--- src/rtl/bit_enum_pkg.sv ---
// Shared definitions for the bit_enumerator slice: default word width and
// the controller state encoding.
package bit_enum_pkg;

  localparam int WIDTH_DEFAULT = 32;

  typedef enum logic {
    IDLE = 1'b0,
    EMIT = 1'b1
  } state_e;

endpackage

--- src/rtl/lowest_set_bit.sv ---
// Combinational log-depth priority encoder: index of the lowest set bit of
// vec_i plus a flag saying whether any bit was set (index is 0 when none).
module lowest_set_bit
  import bit_enum_pkg::*;
#(
  parameter  int WIDTH = WIDTH_DEFAULT,
  localparam int IDX_W = $clog2(WIDTH)
) (
  input  logic [WIDTH-1:0] vec_i,
  output logic [IDX_W-1:0] idx_o,
  output logic             found_o
);

  localparam int LEAVES = 1 << IDX_W;

  // Binary tree of (found, index) pairs; each node prefers its lower half.
  for (genvar l = 0; l <= IDX_W; l++) begin : g_lvl
    localparam int N = LEAVES >> l;
    logic [N-1:0]     f;
    logic [IDX_W-1:0] ix [N];

    if (l == 0) begin : g_leaf
      for (genvar j = 0; j < N; j++) begin : g_bit
        if (j < WIDTH) begin : g_real
          assign f[j] = vec_i[j];
        end else begin : g_pad
          assign f[j] = 1'b0;
        end
        assign ix[j] = IDX_W'(j);
      end
    end else begin : g_node
      for (genvar j = 0; j < N; j++) begin : g_pair
        assign f[j]  = g_lvl[l-1].f[2*j] | g_lvl[l-1].f[2*j+1];
        assign ix[j] = g_lvl[l-1].f[2*j] ? g_lvl[l-1].ix[2*j]
                                         : g_lvl[l-1].ix[2*j+1];
      end
    end
  end

  assign found_o = g_lvl[IDX_W].f[0];
  assign idx_o   = found_o ? g_lvl[IDX_W].ix[0] : '0;

endmodule

--- src/rtl/bit_enumerator.sv ---
// Serial decomposer: accepts a word, then emits one beat per set bit
// (lowest first); a zero word yields a single beat flagged out_none.
module bit_enumerator
  import bit_enum_pkg::*;
#(
  parameter  int WIDTH = WIDTH_DEFAULT,
  localparam int IDX_W = $clog2(WIDTH)
) (
  input  logic             clk,
  input  logic             rst_n,
  input  logic             in_valid,
  output logic             in_ready,
  input  logic [WIDTH-1:0] in_data,
  output logic             out_valid,
  input  logic             out_ready,
  output logic [IDX_W-1:0] out_index,
  output logic [IDX_W-1:0] out_ordinal,
  output logic             out_last,
  output logic             out_none
);

  state_e           state_q, state_d;
  logic [WIDTH-1:0] resid_q, resid_d;
  logic [IDX_W-1:0] ord_q, ord_d;
  logic             zero_q, zero_d;

  logic [IDX_W-1:0] enc_idx;
  logic             enc_found;
  logic [WIDTH-1:0] resid_nolsb;
  logic             last_w;
  logic             emitting;

  lowest_set_bit #(
    .WIDTH (WIDTH)
  ) u_lsb (
    .vec_i   (resid_q),
    .idx_o   (enc_idx),
    .found_o (enc_found)
  );

  assign resid_nolsb = resid_q & (resid_q - WIDTH'(1));
  assign last_w      = zero_q | (resid_nolsb == '0);
  assign emitting    = (state_q == EMIT);

  always_comb begin
    state_d = state_q;
    resid_d = resid_q;
    ord_d   = ord_q;
    zero_d  = zero_q;
    case (state_q)
      IDLE: begin
        if (in_valid) begin
          resid_d = in_data;
          ord_d   = '0;
          zero_d  = (in_data == '0);
          state_d = EMIT;
        end
      end
      EMIT: begin
        if (out_ready) begin
          if (last_w) begin
            state_d = IDLE;
          end else begin
            resid_d = resid_nolsb;
            ord_d   = ord_q + IDX_W'(1);
          end
        end
      end
      default: state_d = IDLE;
    endcase
  end

  always_ff @(posedge clk or negedge rst_n) begin
    if (!rst_n) begin
      state_q <= IDLE;
      resid_q <= '0;
      ord_q   <= '0;
      zero_q  <= 1'b0;
    end else begin
      state_q <= state_d;
      resid_q <= resid_d;
      ord_q   <= ord_d;
      zero_q  <= zero_d;
    end
  end

  // Handshake flags depend on state only; beat fields are forced to 0 when idle.
  always_comb begin
    in_ready    = ~emitting;
    out_valid   = emitting;
    out_index   = (emitting && enc_found) ? enc_idx : '0;
    out_ordinal = emitting ? ord_q : '0;
    out_last    = emitting & last_w;
    out_none    = emitting & zero_q;
  end

endmodule

--- config.mk ---
export PLATFORM = sky130hd
export DESIGN_NAME = bit_enumerator
export DESIGN_NICKNAME = d
export VERILOG_FILES = /design/src/rtl/bit_enum_pkg.sv /design/src/rtl/lowest_set_bit.sv /design/src/rtl/bit_enumerator.sv
export SDC_FILE = /design/constraint.sdc
export NUM_CORES = 1
export LEC_CHECK = 0
export ABC_AREA = 1
export ABC_CLOCK_PERIOD_IN_PS = 2400
export CAP_MARGIN = 20
export CORE_MARGIN = 2
export CORE_UTILIZATION = 30
export DETAILED_ROUTE_END_ITERATION = 16
export GPL_TIMING_DRIVEN = 0
export SYNTH_ARGS = -nofsm -noshare
export SYNTH_HDL_FRONTEND = slang
export SYNTH_HIERARCHICAL = 1
export SYNTH_SLANG_ARGS = --single-unit
--- constraint.sdc ---
create_clock -name clk -period 2.4 [get_ports clk]
set_input_delay 0.72 -clock clk [delete_from_list [all_inputs] [get_ports clk]]
set_output_delay 0.72 -clock clk [all_outputs]
set_load 0.01 [all_outputs]
run_1/class_map.png
(2 px per um)
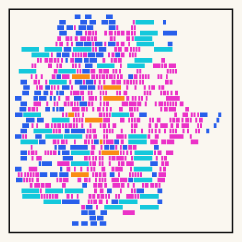
| class | color | cells | share of their area |
|---|---|---|---|
| clock drivers and dummy loads | orange | 8 | 3.5% |
| remaining logic cells | magenta | 501 | 52% |
| registers | cyan | 39 | 21% |
| remaining buffers and delay cells | blue | 122 | 24% |
number of rows in the core area: 39
utilization after layout: 44.6%

run_1/clock_nets.png
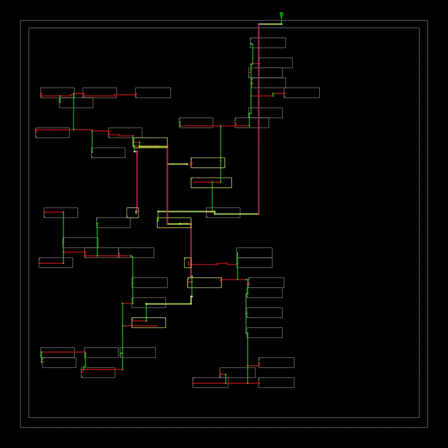
sequential cell count: 39
number of buffers created by CTS: 5

==> flow_metrics.rpt, run 1 <==
PHYSICAL IMPLEMENTATION REPORT
----------------------------------------------------
[Status]
  Result of the run ........................ complete, but fails checks
  Violated checks ........................ negative setup slack

[Routing]
  Post-detailed-route DRC marker count ........................ 0
  Met3 wire length ........................ 874 um
  Top Layer Used ........................ met4
  Via count ........................ 4140
  Per-cell via count in the routed design ........................ 5.09
  Number of design-rule violations left by the first detailed-router iteration ........................ 386
  Antenna Nets Post-Route ........................ 0
  Router iterations before antenna repair ........................ 5

[Clock tree]
  Clock latency at the later pin of the worst-skew pair ........................ 0.29 ns
  Clock buffer depth ........................ 2
  Root Buffer Master ........................ clkbuf_16
  TritonCTS clock tree ........................ done

[Synth]
  Post-Synthesis Mean Instance Area ........................ 6.09 um^2
  Xor+xnor area frac ........................ 0.767%
  Top area contributor share ........................ 28.5%
  Async set-or-reset flop fraction in the synthesized netlist ........................ 100%
  Post-synthesis net count ........................ 599
  Mux frac, synth ........................ 0%
  Basic Gates by Area ........................ 53.1%
  Most common cell in the synthesized netlist ........................ nand2_1
  Top post-synthesis cells by area ........................ dfrtp_1 28%, nand2_1 23%, nor2_1 9.4%
  Leading cell types by count after synthesis ........................ 209 x nand2_1, 86 x nor2_1, 41 x nand4_1, 40 x inv_1, 39 x dfrtp_1
  Total of flip-flops plus latches after synthesis ........................ 39
  AND-OR/OR-AND share of the synthesized area ........................ 7.71%
  Area of the mapped netlist ........................ 3420 um^2
  Main flop type after synthesis ........................ dfrtp_1
  Synth Instances ........................ 562
  Cell count listed in synth_stat.txt ........................ 562
  Tally of unique sky130hd cells used after synthesis ........................ 33

[Final timing]
  Final tally of hold violations ........................ 0
  Setup skew after layout ........................ 0.00643 ns
  Transition time at the pin with the least slew margin ........................ 0.532 ns
  Slew Viols, Final ........................ 0
  Number of failing setup endpoints in the final timing report ........................ 41
  Tightest hold margin ........................ 0.382 ns
  Post-route fraction of the period consumed by the critical path ........................ 124%
  Final critical-path setup slack ........................ -0.564 ns

[Final layout]
  Summed area of non-filler cells in the final layout ........................ 5030 um^2
  Most common cell after layout, fill and taps aside ........................ nand2_1
  Count of placed standard cells in the final layout, fillers left out ........................ 813
  Final-stage net count ........................ 706
  Multi-input gate area ........................ 2310 um^2

[Setup path]
  Kind of critical path ........................ reg -> out
  WP data arrival ........................ 2.24 ns
  CP max FO ........................ 4
  Worst EP required ........................ 1.68 ns

[Hold path]
  Classification of the worst-slack hold path ........................ in -> async

[Placement]
  Cell area after placement ........................ 4110 um^2
  Estimated wirelength of the detail-placed design ........................ 8900 um
  Gp weighted congestion ........................ 0.981

[Global routing]
  Global Route met2 Usage ........................ 32.4%
  Sum of overflow across all layers after global routing ........................ 0
  Number of global-route vias before repair ........................ 4060

[Floorplan]
  Boundary pin count ........................ 50

[Job]
  Warning total across the stage logs ........................ 28
  Count of maximum capacitance violations ........................ 0

----------------------------------------------------
run_1/layers.png
(2 px per um)
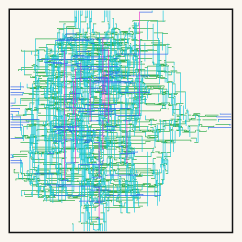
| layer | color | wire length |
|---|---|---|
| M3 | blue | 874 um |
| M4 | magenta | 364 um |
| M2 | cyan | 5680 um |
| M1 | green | 5320 um |
global routing usage summed across all routing layers: 19.6%
Routed WL: 12200 um
post-detailed-route wirelength per cell: 15.1 um

run_1/pinout.png
(3 px per um) Pins as bars across the die edge, other pins in gray.
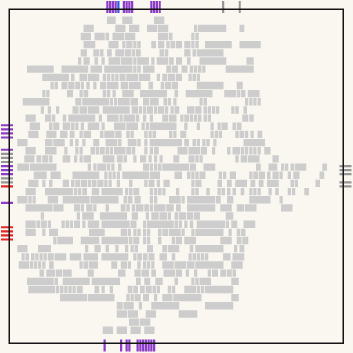
| port | color | pins | direction | edge |
|---|---|---|---|---|
| out_ordinal | red | 5 | output | west |
| out_none | blue | 1 | output | north |
| in_data | purple | 32 | input | 12 north, 11 south, 9 west |
all pins by edge: 19 west, 15 north, 11 south, 5 east
width of the chip: 111 um
number of port buffers: 49
vertical die size: 111 um

-- run 1: layout make-up --
type	instances	area share [%]
Buffer	22	3.48
Clock buffer	5	2.49
Clock inverter	3	0.871
Inverter	51	3.91
Multi-Input combinational cell	450	46.0
Sequential cell	39	19.8
Tap cell	143	3.56
Timing Repair Buffer	100	19.9
-- run 1: metrics by stage --
stage          setup WS (ns)  TNS, ns
3_5_place_dp          -0.855   -13.76
5_1_grt               -0.697    -9.65
3_3_place_gp          -0.861   -32.70
4_1_cts               -0.463    -1.94
2_1_floorplan         0.0563        0
6_report              -0.564    -3.70
-- run 1: worst paths after layout --
path	startpoint	depth (start not counted)	endpoint	slack (ns)
worst max-delay path	resid_q[6]	13	out_last	-0.56
worst min-delay path	rst_n	1	resid_q[22]	0.38
worst max register to register	resid_q[6]	16	resid_q[4]	-0.10
worst min register to register	resid_q[31]	2	resid_q[31]	0.52
max in group asynchronous	rst_n	2	resid_q[2]	1.52
min in group clk	resid_q[31]	2	resid_q[31]	0.52
-- run 1: worst max-delay path: stages (launching register included) --
cell	delay, ns
dfrtp_2	0.47
nor2_4	0.15
nand2_2	0.09
nor2_2	0.16
nand2_1	0.12
nor2_1	0.18
nor2_1	0.10
nor2_1	0.10
nand2_1	0.07
nor2_2	0.11
nand3_2	0.11
buf_6	0.15
nand2_4	0.05
buf_6	0.09
-- run 1: sequential cells by signal (all words and copies together), names as in the netlist --
signal     cells
ord_q          5
out_valid      1
resid_q       32
zero_q         1
-- run 1: timing repair --
item                                    4_1_cts  5_1_grt
buffers inserted                             46        8
cloned                                        0        3
hold buffers                                  0        0
endpoints found under the setup margin       44       45
gates resized                               103       55
pin swaps                                    28       31
==> run 1 -> run 2 <==
--- a/config.mk
+++ b/config.mk
@@ -10,6 +10,7 @@
 export CAP_MARGIN = 20
 export CORE_MARGIN = 2
 export CORE_UTILIZATION = 30
+export CTS_CLUSTER_SIZE = 30
 export DETAILED_ROUTE_END_ITERATION = 16
 export GPL_TIMING_DRIVEN = 0
 export SYNTH_ARGS = -nofsm -noshare
run_2/pinout.png
(3 px per um) Pins as bars across the die edge, other pins in gray.
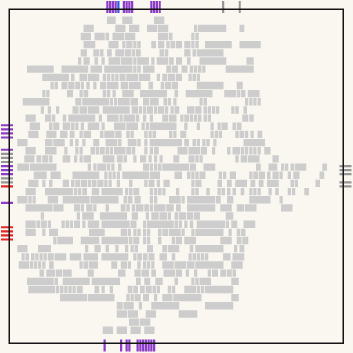
| port | color | pins | direction | edge |
|---|---|---|---|---|
| out_ordinal | red | 5 | output | west |
| in_data | purple | 32 | input | 12 north, 11 south, 9 west |
| out_none | blue | 1 | output | north |

==> run 2 against run 1 <==
  * The run still ends with negative setup slack left
  * Critical path depth unchanged
  * Clock-buffer cell count is the same
  * Register-to-register slack about the same
  * Die area did not move
  * Sequential cell count unchanged
  * Critical path type unchanged
  * Critical endpoint unchanged
==> flow_metrics.rpt, run 2 <==
PHYSICAL IMPLEMENTATION REPORT
----------------------------------------------------
[Status]
  Result of the run ........................ complete, but fails checks
  Violated checks ........................ negative setup slack

[Setup path]
  Worst reg2reg path depth ........................ 16
  CP max FO ........................ 4
  Startpoint of the worst-slack reg-to-reg timing path ........................ resid_q[6]
  Flop2flop setup slack ........................ -0.10 ns
  Kind of critical path ........................ reg -> out
  WP data arrival ........................ 2.24 ns
  CP Depth ........................ 13
  Critical path, cell by cell ........................ nor2_4, nand2_2, nor2_2, nand2_1, nor2_1, nor2_1, nor2_1, nand2_1, nor2_2, nand3_2, buf_6, nand2_4, buf_6
  Worst path max stage delay ........................ 0.47 ns
  Destination of the critical timing path ........................ out_last
  Terminus of the critical flop-to-flop path ........................ resid_q[4]
  Worst EP required ........................ 1.68 ns
  Top cell by count, worst path ........................ nor2_1
  Slowest cell on the critical path ........................ dfrtp_2
  Source of the critical timing path ........................ resid_q[6]
  Family of cells with the greatest summed delay on the critical path ........................ simple AND/OR/NAND/NOR gates

[Routing]
  Post-detailed-route wirelength per cell ........................ 15.1 um
  Routed length on met1 ........................ 5320 um
  Top Layer Used ........................ met4
  Router iterations before antenna repair ........................ 5
  Met3 wire length ........................ 874 um
  Routed WL ........................ 12200 um
  Per-cell via count in the routed design ........................ 5.09
  Antenna Nets Post-Route ........................ 0
  Post-detailed-route DRC marker count ........................ 0
  Via count ........................ 4140
  Number of design-rule violations left by the first detailed-router iteration ........................ 386

[Synth]
  Main flop type after synthesis ........................ dfrtp_1
  Top area contributor share ........................ 28.5%
  Area of the mapped netlist ........................ 3420 um^2
  Basic Gates by Area ........................ 53.1%
  Post-synthesis net count ........................ 599
  Most common cell in the synthesized netlist ........................ nand2_1
  Async set-or-reset flop fraction in the synthesized netlist ........................ 100%
  Leading cell types by count after synthesis ........................ 209 x nand2_1, 86 x nor2_1, 41 x nand4_1, 40 x inv_1, 39 x dfrtp_1
  Post-Synthesis Mean Instance Area ........................ 6.09 um^2
  Tally of unique sky130hd cells used after synthesis ........................ 33
  Top post-synthesis cells by area ........................ dfrtp_1 28%, nand2_1 23%, nor2_1 9.4%
  Cell count listed in synth_stat.txt ........................ 562
  AND-OR/OR-AND share of the synthesized area ........................ 7.71%
  Xor+xnor area frac ........................ 0.767%
  Synth Instances ........................ 562
  Mux frac, synth ........................ 0%

[Global routing]
  Number of global-route vias before repair ........................ 4060
  Global Route met2 Usage ........................ 32.4%
  Sum of overflow across all layers after global routing ........................ 0
  Largest net degree at the start of global routing ........................ 24
  Most used routing layer ........................ met2
  Global routing usage summed across all routing layers ........................ 19.6%

[Final timing]
  Slew Viols, Final ........................ 0
  Final tally of hold violations ........................ 0
  Transition time at the pin with the least slew margin ........................ 0.532 ns
  Post-route fraction of the period consumed by the critical path ........................ 124%
  Final critical-path setup slack ........................ -0.564 ns
  Number of failing setup endpoints in the final timing report ........................ 41

[Floorplan]
  Width of the chip ........................ 111 um
  Chip Footprint ........................ 12300 um^2
  Vertical die size ........................ 111 um
  Number of rows in the core area ........................ 39
  Boundary pin count ........................ 50

[Job]
  Count of maximum capacitance violations ........................ 0

[Final layout]
  Final-stage net count ........................ 706
  Largest regs ........................ resid_q x32, ord_q x5
  Multi-input gate area ........................ 2310 um^2
  Number of flip-flops in the largest register ........................ 32
  Area added between synthesis and finish ........................ 46.9%
  Most common cell after layout, fill and taps aside ........................ nand2_1
  Register with the most flip-flops ........................ resid_q

[Placement]
  Setup Slack @ Placement ........................ -0.855 ns
  Number of port buffers ........................ 49
  Gp weighted congestion ........................ 0.981
  Estimated wirelength of the detail-placed design ........................ 8900 um

[Clock tree]
  Number of buffers created by CTS ........................ 5
  TritonCTS clock tree ........................ done
  Root Buffer Master ........................ clkbuf_16

[Hold path]
  Classification of the worst-slack hold path ........................ in -> async

----------------------------------------------------
run_2/clock_nets.png
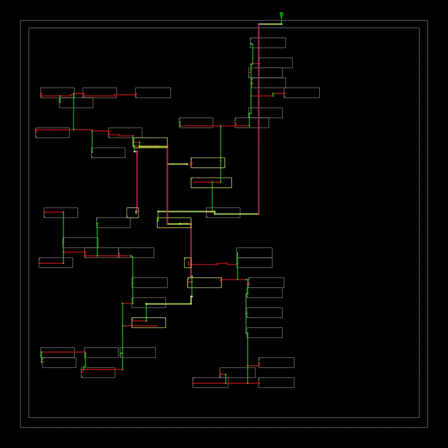
clock latency at the later pin of the worst-skew pair: 0.29 ns
clock buffers: 5
setup skew after layout: 0.00643 ns
CTS sink cnt: 39

run 2: worst min-delay path by stage:
| stage | endpoint | cells past startpoint | slack [ns] |
|---|---|---|---|
| after floorplan | ord_q[0] | 0 | 0.42 |
| after global placement | zero_q | 2 | 0.49 |
| after detailed placement | resid_q[31] | 2 | 0.50 |
| after CTS | out_valid | 1 | 0.39 |
| after global routing | resid_q[31] | 1 | 0.41 |
| final | resid_q[22] | 1 | 0.38 |
run 2: final cells by class:
cell class	instances	share of cell area, %
flip-flops and latches	39	19.8
well taps	143	3.56
multi-input cells	450	46.0
repair buffers	100	19.9
inverters	51	3.91
clock buffers	5	2.49
plain buffers	22	3.48
clock inverters	3	0.871
run 2: kinds of logic (layout without fill, tap and decap cells):
logic type | after synthesis | in the layout
buffers and inverters | 73 | 181
DFF | 39 | 39
AOI/OAI and AO/OA | 50 | 50
xor gates and xnor gates | 3 | 3
and+or+nand+nor | 396 | 396
adders and majority gates | 1 | 1
run 2: what timing repair did:
item / in CTS / in global routing
setup endpoints to repair: 44 / 45
endpoints found under the hold margin: 0 / 0
resized: 103 / 55
cloned: 0 / 3
hold buffers: 0 / 0
pin swaps: 28 / 31
buffers inserted: 46 / 8
run 2: metrics by stage:
step	util (%)	area, um^2	cells	hold slack [ns]	setup TNS [ns]
after floorplan	-	3420	562	0.424	0
after global placement	36.3	4090	754	0.485	-32.70
after detailed placement	36.5	4110	755	0.502	-13.76
after CTS	42.9	4840	808	0.395	-1.94
after global routing	44.6	5030	813	0.409	-9.65
final	44.6	5030	813	0.382	-3.70
